<file path="src/rtl/dram_port_arbiter.sv">
// Two-port burst arbiter in front of a single-port DRAM with a 1-cycle registered read.
// Port 0 is the NPU load/store path and port 1 is the host loader. One burst runs
// at a time and ownership alternates round-robin when both ports ask together.
// Read data is returned on a shared bus tagged with a per-port valid.
module dram_port_arbiter #(
    parameter int AWIDTH    = 10,
    parameter int DWIDTH    = 80,
    parameter int LEN_WIDTH = 4
) (
    input  logic                 clk,
    input  logic                 reset_npu,
    input  logic                 npu_req,
    input  logic                 npu_we,
    input  logic [AWIDTH-1:0]    npu_addr,
    input  logic [LEN_WIDTH-1:0] npu_len,
    input  logic [DWIDTH-1:0]    npu_wdata,
    output logic                 npu_start,
    output logic                 npu_beat,
    output logic                 npu_rvalid,
    input  logic                 host_req,
    input  logic                 host_we,
    input  logic [AWIDTH-1:0]    host_addr,
    input  logic [LEN_WIDTH-1:0] host_len,
    input  logic [DWIDTH-1:0]    host_wdata,
    output logic                 host_start,
    output logic                 host_beat,
    output logic                 host_rvalid,
    output logic [DWIDTH-1:0]    rdata,
    output logic [AWIDTH-1:0]    dram_addr,
    output logic [DWIDTH-1:0]    dram_wdata,
    output logic                 dram_we,
    input  logic [DWIDTH-1:0]    dram_rdata,
    output logic                 busy
);

    localparam logic [0:0] ST_IDLE  = 1'b0;
    localparam logic [0:0] ST_BURST = 1'b1;

    logic [0:0]           state_r;
    logic                 owner_r;       // 0 = npu, 1 = host
    logic                 we_r;
    logic                 last_host_r;   // 1 when the host held the most recent grant
    logic [AWIDTH-1:0]    base_r;
    logic [LEN_WIDTH-1:0] len_r;
    logic [LEN_WIDTH-1:0] cnt_r;
    logic                 npu_rvalid_r;
    logic                 host_rvalid_r;

    logic                 grant_npu_s;
    logic                 grant_host_s;
    logic                 in_burst_s;

    assign in_burst_s = (state_r == ST_BURST);

    // Arbitration in IDLE: a lone requester always wins, a tie goes to the port not granted last.
    always_comb begin
        grant_npu_s  = 1'b0;
        grant_host_s = 1'b0;
        if (state_r == ST_IDLE) begin
            if (npu_req && (!host_req || last_host_r)) begin
                grant_npu_s = 1'b1;
            end else if (host_req) begin
                grant_host_s = 1'b1;
            end else begin
                grant_npu_s  = 1'b0;
                grant_host_s = 1'b0;
            end
        end else begin
            grant_npu_s  = 1'b0;
            grant_host_s = 1'b0;
        end
    end

    // Burst sequencer: capture the winner's request, then walk beat_cnt up to len.
    always_ff @(posedge clk or posedge reset_npu) begin
        if (reset_npu) begin
            state_r     <= ST_IDLE;
            owner_r     <= 1'b0;
            we_r        <= 1'b0;
            base_r      <= '0;
            len_r       <= '0;
            cnt_r       <= '0;
            last_host_r <= 1'b1;
        end else begin
            case (state_r)
                ST_IDLE: begin
                    if (grant_npu_s || grant_host_s) begin
                        state_r     <= ST_BURST;
                        owner_r     <= grant_host_s;
                        we_r        <= grant_host_s ? host_we   : npu_we;
                        base_r      <= grant_host_s ? host_addr : npu_addr;
                        len_r       <= grant_host_s ? host_len  : npu_len;
                        cnt_r       <= '0;
                        last_host_r <= grant_host_s;
                    end else begin
                        state_r <= ST_IDLE;
                    end
                end
                ST_BURST: begin
                    if (cnt_r == len_r) begin
                        state_r <= ST_IDLE;
                    end else begin
                        cnt_r <= cnt_r + {{(LEN_WIDTH-1){1'b0}}, 1'b1};
                    end
                end
                default: begin
                    state_r <= ST_IDLE;
                end
            endcase
        end
    end

    // Read-return tag: one stage behind the beat, matching the DRAM read latency.
    always_ff @(posedge clk or posedge reset_npu) begin
        if (reset_npu) begin
            npu_rvalid_r  <= 1'b0;
            host_rvalid_r <= 1'b0;
        end else begin
            npu_rvalid_r  <= in_burst_s && !we_r && !owner_r;
            host_rvalid_r <= in_burst_s && !we_r && owner_r;
        end
    end

    // DRAM side drive: address, data and write enable only while a burst is running.
    always_comb begin
        if (in_burst_s) begin
            dram_addr  = base_r + AWIDTH'(cnt_r);
            dram_wdata = owner_r ? host_wdata : npu_wdata;
            dram_we    = we_r;
        end else begin
            dram_addr  = '0;
            dram_wdata = '0;
            dram_we    = 1'b0;
        end
    end

    // Returned read data comes straight off the DRAM output register, zero when untagged.
    always_comb begin
        if (npu_rvalid_r || host_rvalid_r) begin
            rdata = dram_rdata;
        end else begin
            rdata = '0;
        end
    end

    assign busy        = in_burst_s;
    assign npu_start   = grant_npu_s;
    assign host_start  = grant_host_s;
    assign npu_beat    = in_burst_s && !owner_r;
    assign host_beat   = in_burst_s && owner_r;
    assign npu_rvalid  = npu_rvalid_r;
    assign host_rvalid = host_rvalid_r;

endmodule

</file>
<file path="config.mk">
export PLATFORM = sky130hd
export DESIGN_NAME = dram_port_arbiter
export DESIGN_NICKNAME = d
export VERILOG_FILES = /design/src/rtl/dram_port_arbiter.sv
export SDC_FILE = /design/constraint.sdc
export NUM_CORES = 1
export LEC_CHECK = 0
export CAP_MARGIN = 30
export CORE_AREA = 2 2 177 179
export CTS_CLUSTER_SIZE = 16
export DETAILED_ROUTE_END_ITERATION = 8
export DIE_AREA = 0 0 179 181
export PLACE_DENSITY = 0.41
export SYNTH_ARGS = -nofsm -noshare
export SYNTH_HDL_FRONTEND = slang
export SYNTH_SLANG_ARGS = --single-unit
</file>
<file path="constraint.sdc">
create_clock -name clk -period 2.1 [get_ports clk]
set_input_delay 0.42 -clock clk [delete_from_list [all_inputs] [get_ports clk]]
set_output_delay 0.42 -clock clk [all_outputs]
set_load 0.05 [all_outputs]
</file>
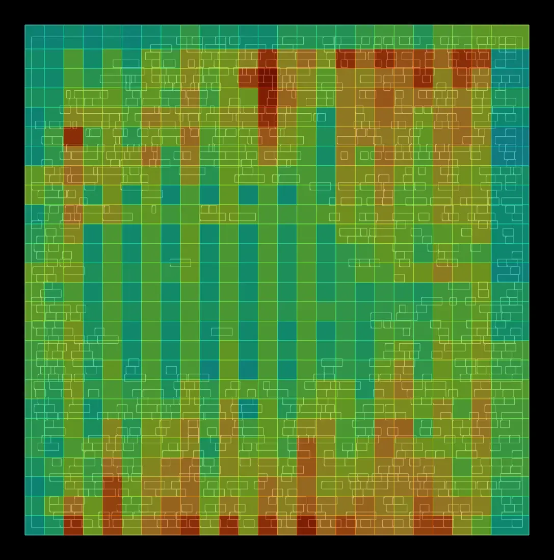
**Above:** routing congestion.
met1 track demand over resource: 15.6%
Final Core Density: 34.4%
average wire per standard cell: 19.0 um
global-route met3 utilization: 3.64%
GR Layer Usage met2: 26.7%

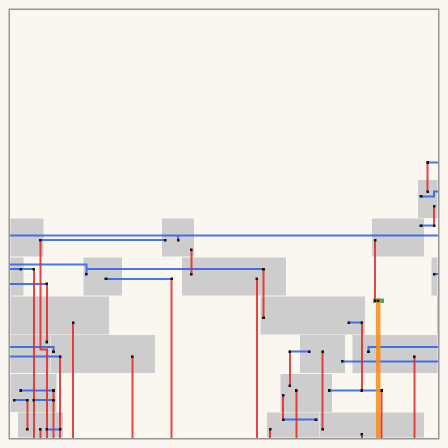
**Above:** layout detail.
Window x 74 to 104, y 39 to 69 um. Cells in gray, sequential cells in the stronger gray; small squares are vias.
M1 -> blue
M2 -> red
M4 -> orange
M3 -> green
cells with their middle in the window = 16
sequential cells in the window = 0
most frequent = buf_12 (6), nor2b_2 (3), clkdlybuf4s50_1 (3)

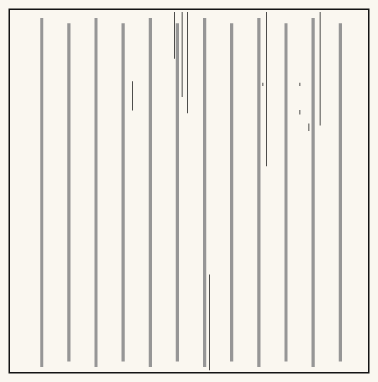
**Above:** met4 routing.
Drawn at 2 px/um. Supply wires on this layer in gray.
nets with wire on the layer = 10
wire length on this layer = 319 um
main direction = vertical

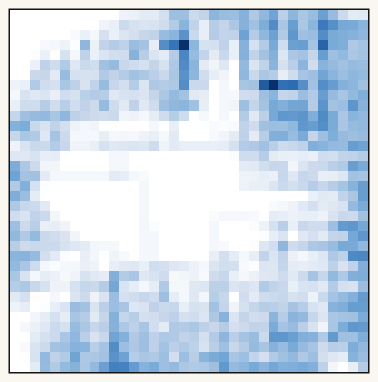
**Above:** wire density map.
Drawn at 2 px/um. 36 x 36 tiles, from white (low) to dark blue (high), scaled to the fullest tile. Values are wire area over tile area, all layers added.
tiles over half the peak = 6.4%
nearly empty tiles = 20%
mean over tiles = 0.12
fullest tile = 0.55
densest ninth of the die = north-east
emptiest ninth of the die = center

==> kinds of logic after synthesis <==
| kind of cell | Yosys count |
|---|---|
| buf+inv | 57 |
| mux | 84 |
| fa+ha+maj | 6 |
| compound gates | 31 |
| xor+xnor | 8 |
| simple gates | 202 |
| flops | 24 |
==> synthesized netlist by cell type <==
cell type / count
sky130_fd_sc_hd__a21oi_2: 1
sky130_fd_sc_hd__nand2_1: 7
sky130_fd_sc_hd__dfstp_2: 1
sky130_fd_sc_hd__nand2b_4: 1
sky130_fd_sc_hd__inv_1: 23
sky130_fd_sc_hd__a222oi_1: 15
sky130_fd_sc_hd__mux2i_1: 84
sky130_fd_sc_hd__a32o_1: 2
sky130_fd_sc_hd__nor4_4: 1
sky130_fd_sc_hd__ha_1: 5
sky130_fd_sc_hd__and3_1: 2
sky130_fd_sc_hd__o21bai_4: 1
sky130_fd_sc_hd__nand3_1: 5
sky130_fd_sc_hd__o21bai_1: 1
sky130_fd_sc_hd__dfrtp_1: 23
sky130_fd_sc_hd__and2_1: 7
sky130_fd_sc_hd__buf_2: 5
sky130_fd_sc_hd__buf_4: 7
sky130_fd_sc_hd__fa_1: 1
sky130_fd_sc_hd__nor2b_2: 1
sky130_fd_sc_hd__nor3b_4: 1
sky130_fd_sc_hd__o22ai_1: 1
sky130_fd_sc_hd__xor2_1: 7
sky130_fd_sc_hd__o21ai_0: 2
sky130_fd_sc_hd__or2_1: 1
sky130_fd_sc_hd__o21ai_1: 1
sky130_fd_sc_hd__nor3b_1: 3
sky130_fd_sc_hd__xnor2_1: 1
sky130_fd_sc_hd__a211oi_1: 3
sky130_fd_sc_hd__a21oi_1: 4
sky130_fd_sc_hd__clkbuf_1: 17
sky130_fd_sc_hd__nor2_1: 4
sky130_fd_sc_hd__nor2b_1: 162
sky130_fd_sc_hd__inv_2: 1
sky130_fd_sc_hd__nand2b_1: 7
sky130_fd_sc_hd__buf_6: 4
==> cell usage in the layout, fill, tap and decap left out, types with 3 or more instances in the layout <==
cell type                         instances
sky130_fd_sc_hd__buf_12                 142
sky130_fd_sc_hd__ha_4                     4
sky130_fd_sc_hd__nand2b_1                 6
sky130_fd_sc_hd__nor2b_4                  3
sky130_fd_sc_hd__a222oi_1                15
sky130_fd_sc_hd__buf_4                   67
sky130_fd_sc_hd__clkbuf_16                3
sky130_fd_sc_hd__clkdlybuf4s50_1        273
sky130_fd_sc_hd__inv_2                    3
sky130_fd_sc_hd__nor2b_2                120
sky130_fd_sc_hd__and2_1                   5
sky130_fd_sc_hd__nor2_1                   3
sky130_fd_sc_hd__nor2b_1                 40
sky130_fd_sc_hd__dfrtp_1                 21
sky130_fd_sc_hd__xor2_1                   7
sky130_fd_sc_hd__nand2_1                  7
sky130_fd_sc_hd__mux2i_1                 82
sky130_fd_sc_hd__inv_1                   21
==> stage by stage <==
step	cells	util [%]
after global routing	1263	34.4
after detailed placement	1252	33.5
final	1263	34.4
after global placement	1252	33.5
after floorplan	412	-
after CTS	1260	34.1
==> sequential cells by signal, summed over array words and instances (netlist names) <==
signal,flops
owner_r,1
we_r,1
host_rvalid,1
len_r,4
base_r,10
busy,1
cnt_r,4
last_host_r,1
npu_rvalid,1
==> impl_metrics.py <==
# Flow results
metrics = {
    "cells_and_area": {
        "nets": 1148,
        "multi_input_combinational": 331,
        "non_clock_buffer_area_share_pct": 58.4,
        "mi_logic_area_um2": 3050,
        "layout.area.seq_um2": 607,
        "nNonClkInverters": 24,
        "number_of_inserted_diodes": 0,
        "seq_cells": 24,
        "num-nonclk-buffers": 484,
    },
    "cts": {
        "cts.hold.buffers_added": 0,
        "post_cts_resize_count": 10,
        "cts_setup_buffers": 4,
        "cts_tree": "built",
        "clock_insertion_delay_worst_skew_ps": 260,
        "cts_root_buf": "sky130_fd_sc_hd__clkbuf_16",
        "htree_num_levels": 1,
    },
    "pwr": {
        "part_of_the_total_power_dissipated_in_combinational_logic_pct": 91.4,
        "power_per_cell_area_nw_per_um2": 1740,
        "internal_power_uw": 8600,
        "top_power_group": "combinational logic",
        "pg_seq_uw": 1010,
        "power.switching_uw": 9620,
        "worst_ir_drop_vdd_uv": 677,
        "p_sw_share_pct": 52.8,
        "power.share.clock_pct": 3.0,
        "post-layout-total-power_uw": 18200,
    },
    "job": {
        "log.warning_count": 29,
        "maxCapViolations": 0,
    },
    "synth": {
        "yosys.cell_types.count": 36,
        "post_synth_mux_area_share_pct": 24.6,
        "synthTopCellsByArea": "sky130_fd_sc_hd__nor2b_1 (30%), sky130_fd_sc_hd__mux2i_1 (25%), sky130_fd_sc_hd__dfrtp_1 (17%), sky130_fd_sc_hd__a222oi_1 (4.4%), sky130_fd_sc_hd__inv_1 (2.5%)",
        "netlist_area_um2": 3410,
        "postSynthAreaPerCell_um2": 8.28,
        "top_area_cell_share_pct": 29.7,
        "yosys.stat.seqShare_pct": 17.6,
        "post_synth_xor_area_fraction_pct": 2.05,
        "post_synth_ao_oa_area_fraction_pct": 7.88,
        "yosysWarningCount": 0,
        "post_synth_main_logic_family": "simple AND/OR/NAND/NOR gates",
        "syn_inst": 412,
        "yosys_synthesis_chip_area_um2": 3410,
        "ys.flops": 24,
    },
    "outcome": {
        "failing_checks": "setup timing",
        "outcome": "finished with violations",
    },
    "place": {
        "dpl_cell_area_um2": 10200,
        "gpl.final_weighted_congestion": 0.826,
        "dp_worst_setup_slack_ps": -154,
    },
    "timing": {
        "final_hold_viol_count": 0,
        "timing.setup.tns_ps": -1810,
        "finalSetupViolCount": 8,
        "max_freq_mhz": 408,
        "period_minus_slack_ps": 2450,
        "timing.max_slew.rel_slack_pct": 64.4,
        "finClkSkew_ps": 6.35,
        "grt_setup_unrepaired": "yes",
        "timing.final.ws_setup_ps": -353,
        "actual_transition_at_the_worst_max_transition_pin_ps": 533,
        "timing_max_transition_violations_final": 0,
    },
    "detailed_routing": {
        "routed-via-count": 4705,
        "drt_iter0_markers": 163,
        "drt-vias-per-instance": 3.73,
        "routed.top_layer": "met5",
        "remaining_drc_errors": 0,
    },
    "global_route": {
        "grt_antenna_before_repair": 3,
        "grt_most_used_layer": "met2",
        "grt-ovfl-total": 0,
        "first_global_vias": 4809,
        "gr-usage-all-layers_pct": 14.0,
    },
    "critical_path": {
        "r2r_start": "cnt_r[3]",
        "worstPathMaxFanout": 5,
        "critical_path_buf_inv_count": 2,
        "cpMaxStageDelayCell": "sky130_fd_sc_hd__dfrtp_1",
        "timing.critical_path.arrival_ps": 2030,
        "worst-endpoint-required_ps": 1680,
        "path_delay_family": "adder cells",
        "worstSetupStartpointType": "register",
        "endpoint": "dram_addr[8]",
        "timing_worst_setup_path_type": "reg -> out",
        "crit_chain": "ha_4 -> inv_2 -> fa_2 -> nand2b_4 -> a211oi_2 -> xor2_1 -> and2_4 -> buf_12",
        "r2r_cells": 6,
    },
    "die": {
        "fp.dieArea_um2": 32400,
        "floorplan.tapcells": 396,
        "vert_die_dim_um": 181,
        "die_width_um": 179,
        "floorplan.initialDensity_pct": 11.2,
        "io_count": 452,
        "core-area_um2": 30300,
    },
    "worst_hold_path": {
        "hold_crit_start": "we_r",
        "hold_end": "host_rvalid",
    },
}
Power figures rest on the tool's default switching activity, not on a simulated workload.
